==> src/rtl/frame_buffer_pkg.sv <==
// Shared types and default sizing for the frame buffer sequencer.
package frame_buffer_pkg;

   typedef enum logic [1:0] {
      IDLE     = 2'd0,
      WAIT_SOF = 2'd1,
      CAPTURE  = 2'd2,
      READOUT  = 2'd3
   } fb_state_e;

   localparam int DEF_DATA_W       = 15;
   localparam int DEF_ADDR_W       = 17;
   localparam int DEF_FRAME_PIXELS = 76800;
   localparam int LAST_ADDR        = DEF_FRAME_PIXELS - 1;

endpackage

==> src/rtl/fb_skid_buffer.sv <==
// Two-entry valid/ready buffer behind the 1-cycle-latency memory read port.
// Tracks the read in flight itself so the credit it reports covers both
// stored entries and data still coming back from the memory.
module fb_skid_buffer #(
   parameter int DATA_W = 15
) (
   input  logic              clk,
   input  logic              reset,
   input  logic              issue,
   input  logic              issue_last,
   input  logic [DATA_W-1:0] rd_data,
   output logic              out_valid,
   input  logic              out_ready,
   output logic [DATA_W-1:0] out_data,
   output logic              out_last,
   output logic              credit
);

   logic [1:0]        count_q, count_d;
   logic              pend_q, pend_d;
   logic              pend_last_q, pend_last_d;
   logic [DATA_W-1:0] data0_q, data0_d, data1_q, data1_d;
   logic              last0_q, last0_d, last1_q, last1_d;
   logic              pop;
   logic [2:0]        occ;

   assign out_valid = (count_q != 2'd0);
   assign out_data  = data0_q;
   assign out_last  = out_valid & last0_q;
   assign pop       = out_valid & out_ready;

   // occupancy once this cycle's pop is taken, so a full-rate stream needs no bubble
   assign occ    = {1'b0, count_q} + {2'b00, pend_q} - {2'b00, pop};
   assign credit = (occ < 3'd2);

   // pop shifts the head, then returning read data lands in the first free slot
   always_comb begin
      count_d     = count_q;
      data0_d     = data0_q;
      data1_d     = data1_q;
      last0_d     = last0_q;
      last1_d     = last1_q;
      pend_d      = issue;
      pend_last_d = issue & issue_last;
      if (pop) begin
         data0_d = data1_q;
         last0_d = last1_q;
         count_d = count_q - 2'd1;
      end
      if (pend_q) begin
         if (count_d == 2'd0) begin
            data0_d = rd_data;
            last0_d = pend_last_q;
         end else begin
            data1_d = rd_data;
            last1_d = pend_last_q;
         end
         count_d = count_d + 2'd1;
      end
   end

   // buffer registers
   always_ff @(posedge clk) begin
      if (reset) begin
         count_q     <= 2'd0;
         pend_q      <= 1'b0;
         pend_last_q <= 1'b0;
         data0_q     <= '0;
         data1_q     <= '0;
         last0_q     <= 1'b0;
         last1_q     <= 1'b0;
      end else begin
         count_q     <= count_d;
         pend_q      <= pend_d;
         pend_last_q <= pend_last_d;
         data0_q     <= data0_d;
         data1_q     <= data1_d;
         last0_q     <= last0_d;
         last1_q     <= last1_d;
      end
   end

endmodule

==> src/rtl/frame_buffer_ctrl.sv <==
// Frame capture / readout sequencer for the dual-port frame memory.
// Build option: FRAME_BUFFER_CTRL_CONTINUOUS_EN -- after frame_done go
// straight back to WAIT_SOF and capture frames back-to-back.
//
// state    | meaning
// IDLE     | waiting for start
// WAIT_SOF | discarding pixels until a start-of-frame pixel
// CAPTURE  | writing pixels at wr_ptr until the last address is written
// READOUT  | reading the frame out through the skid buffer
module frame_buffer_ctrl
   import frame_buffer_pkg::*;
#(
   parameter int DATA_W       = DEF_DATA_W,
   parameter int ADDR_W       = DEF_ADDR_W,
   parameter int FRAME_PIXELS = DEF_FRAME_PIXELS
) (
   input  logic              clk,
   input  logic              reset,
   input  logic              start,
   output logic              busy,
   output logic              frame_done,
   output logic              overrun_err,
   input  logic              in_valid,
   input  logic              in_sof,
   input  logic [DATA_W-1:0] in_data,
   output logic              mem_wr_en,
   output logic [ADDR_W-1:0] mem_wr_addr,
   output logic [DATA_W-1:0] mem_wr_data,
   output logic              mem_rd_en,
   output logic [ADDR_W-1:0] mem_rd_addr,
   input  logic [DATA_W-1:0] mem_rd_data,
   output logic              out_valid,
   input  logic              out_ready,
   output logic [DATA_W-1:0] out_data,
   output logic              out_last
);

   localparam logic [ADDR_W-1:0] LAST = ADDR_W'(FRAME_PIXELS - 1);

   fb_state_e         state_q, state_d;
   logic [ADDR_W-1:0] wr_ptr_q, wr_ptr_d;
   logic [ADDR_W-1:0] rd_addr_q, rd_addr_d;
   logic              rd_done_q, rd_done_d;
   logic              overrun_q, overrun_d;
   logic              wr_en_q, wr_en_d;
   logic [ADDR_W-1:0] wr_addr_q, wr_addr_d;
   logic [DATA_W-1:0] wr_data_q, wr_data_d;
   logic              credit;

   assign busy        = (state_q != IDLE);
   assign overrun_err = overrun_q;
   assign mem_wr_en   = wr_en_q;
   assign mem_wr_addr = wr_addr_q;
   assign mem_wr_data = wr_data_q;
   assign mem_rd_addr = rd_addr_q;

   fb_skid_buffer #(.DATA_W(DATA_W)) u_skid (
      .clk        (clk),
      .reset      (reset),
      .issue      (mem_rd_en),
      .issue_last (rd_addr_q == LAST),
      .rd_data    (mem_rd_data),
      .out_valid  (out_valid),
      .out_ready  (out_ready),
      .out_data   (out_data),
      .out_last   (out_last),
      .credit     (credit)
   );

   // next-state, write-port and read-issue logic
   always_comb begin
      state_d    = state_q;
      wr_ptr_d   = wr_ptr_q;
      rd_addr_d  = rd_addr_q;
      rd_done_d  = rd_done_q;
      overrun_d  = overrun_q;
      wr_en_d    = 1'b0;
      wr_addr_d  = wr_addr_q;
      wr_data_d  = wr_data_q;
      mem_rd_en  = 1'b0;
      frame_done = 1'b0;
      case (state_q)
         IDLE: begin
            if (start) begin
               state_d   = WAIT_SOF;
               overrun_d = 1'b0;
            end
         end
         WAIT_SOF: begin
            if (in_valid && in_sof) begin
               wr_en_d   = 1'b1;
               wr_addr_d = '0;
               wr_data_d = in_data;
               wr_ptr_d  = ADDR_W'(1);
               state_d   = CAPTURE;
            end
         end
         CAPTURE: begin
            // readout starts only once the last write has been presented
            if (wr_en_q && (wr_addr_q == LAST)) begin
               state_d = READOUT;
            end else if (in_valid) begin
               wr_en_d   = 1'b1;
               wr_data_d = in_data;
               if (in_sof) begin
                  overrun_d = 1'b1;
                  wr_addr_d = '0;
                  wr_ptr_d  = ADDR_W'(1);
               end else begin
                  wr_addr_d = wr_ptr_q;
                  if (wr_ptr_q != LAST) wr_ptr_d = wr_ptr_q + ADDR_W'(1);
               end
            end
         end
         READOUT: begin
            mem_rd_en = credit & ~rd_done_q;
            if (mem_rd_en) begin
               if (rd_addr_q == LAST) rd_done_d = 1'b1;
               else                   rd_addr_d = rd_addr_q + ADDR_W'(1);
            end
            if (out_valid && out_ready && out_last) begin
               frame_done = 1'b1;
               wr_ptr_d   = '0;
               rd_addr_d  = '0;
               rd_done_d  = 1'b0;
`ifdef FRAME_BUFFER_CTRL_CONTINUOUS_EN
               state_d    = WAIT_SOF;
`else
               state_d    = IDLE;
`endif
            end
         end
         default: state_d = IDLE;
      endcase
   end

   // state, counters and registered write port
   always_ff @(posedge clk) begin
      if (reset) begin
         state_q   <= IDLE;
         wr_ptr_q  <= '0;
         rd_addr_q <= '0;
         rd_done_q <= 1'b0;
         overrun_q <= 1'b0;
         wr_en_q   <= 1'b0;
         wr_addr_q <= '0;
         wr_data_q <= '0;
      end else begin
         state_q   <= state_d;
         wr_ptr_q  <= wr_ptr_d;
         rd_addr_q <= rd_addr_d;
         rd_done_q <= rd_done_d;
         overrun_q <= overrun_d;
         wr_en_q   <= wr_en_d;
         wr_addr_q <= wr_addr_d;
         wr_data_q <= wr_data_d;
      end
   end

endmodule

==> config.mk <==
export PLATFORM = sky130hd
export DESIGN_NAME = frame_buffer_ctrl
export DESIGN_NICKNAME = d
export VERILOG_FILES = /design/src/rtl/frame_buffer_pkg.sv /design/src/rtl/fb_skid_buffer.sv /design/src/rtl/frame_buffer_ctrl.sv
export SDC_FILE = /design/constraint.sdc
export NUM_CORES = 1
export LEC_CHECK = 0
export CAP_MARGIN = 20
export CORE_UTILIZATION = 46
export CTS_BUF_LIST = sky130_fd_sc_hd__clkbuf_16
export DETAILED_ROUTE_END_ITERATION = 16
export PLACE_DENSITY = 0.76
export SYNTH_ARGS = -nofsm -noshare
export SYNTH_HDL_FRONTEND = slang
export SYNTH_SLANG_ARGS = --single-unit
==> constraint.sdc <==
create_clock -name clk -period 3.56 [get_ports clk]
set_input_delay 0.356 -clock clk [delete_from_list [all_inputs] [get_ports clk]]
set_output_delay 0.356 -clock clk [all_outputs]
set_load 0.01 [all_outputs]
==> summary.txt <==
Results of an implementation run.

The initial core utilization is 48.10%. The first-pass GRT wire length is 22210 µm. The average via count per standard cell is 5.837. The share of cell area taken by multi-input logic gates is 41.35%.

The final critical-path share of the clock period is 93.37%. The layout report lists the combined flip-flop and latch area as 2143 µm². The flow ran to the end, and the final reports show no timing, DRC or antenna violations. At the end of routability-driven placement, the weighted congestion stood at 0.8449. The met2 wire length is 6123 µm. The power report lists cell-internal power as 2.241 mW. The clock latency reported for the late side of the worst-skew pair is 0.35 ns. The pin count of the biggest net entering global routing is 59. For the clock group, total power comes out at 0.991 mW. Per the synthesis report, the simple-gate share of the synthesized area is 25.76%. The most common logic cell in the final layout is sky130_fd_sc_hd__nand2_1. In this run the cell area measured after placement is 6198 µm². The power report puts the net switching power at 1.050 mW.

The clock tree from TritonCTS is yes. Note that the worst hold path type here is flip-flop to flip-flop. Of the total standard cell area in the layout, the sequential portion is 33.02%. Sequential cells burn 40.7% of the power. The tally of buffers added on design ports is 106. Among all stages on the critical path, the maximum delay recorded is 0.53 ns. The routing usage on met1 is 30.58%. The share of total power in the clock network is 30.1%.
**Sizing map**

Scale: 2 px per µm.
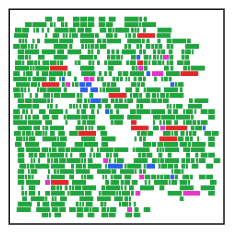
legend:
  magenta:
    size: _3 and _4 cells
    cells: 13
    most_used: buf_4
  blue:
    size: _2 cells
    cells: 14
    most_used: or2_2
  red:
    size: _6 and larger
    cells: 12
    most_used: clkbuf_16
  green:
    size: _0 and _1 cells
    cells: 671
    most_used: nand2_1

**Zoomed window**

Region (28, 50) to (78, 100) µm. Cells in grey, sequential cells in the stronger grey; small squares are vias.
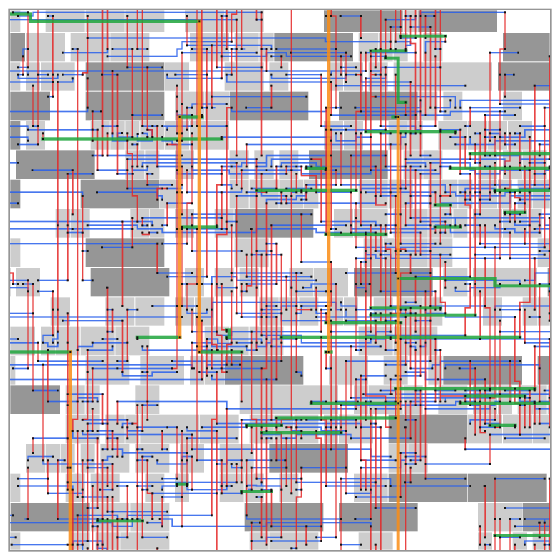
legend:
  green:
    layer: metal 3
  blue:
    layer: metal 1
  red:
    layer: metal 2
  orange:
    layer: metal 4
sequential cells in the window: 27
most frequent: nand2_1 (27), dfxtp_1 (27), nand3_1 (21)
netlist names of flops here include: mem_wr_addr (12), wr_ptr_q (11), mem_rd_addr (2)
cells with their middle in the window: 215

**Wiring heat map**

Scale: 4 px per µm. 21 x 21 tiles, from dark purple (low) to yellow (high), scaled to the fullest tile. Values are wire area over tile area, all layers added.
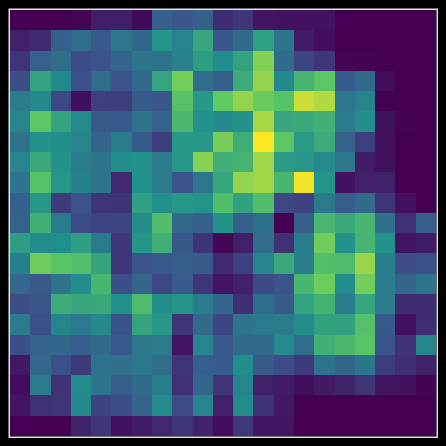
mean over tiles: 0.19
tiles over half the peak: 24%
fullest tile: 0.57
Tot GR Track Use: 23.90%
wire length after detailed routing: 13110 µm
WL per Instance: 15.50 µm
DR vias: 4938

Power is estimated from default activity; no workload was simulated.
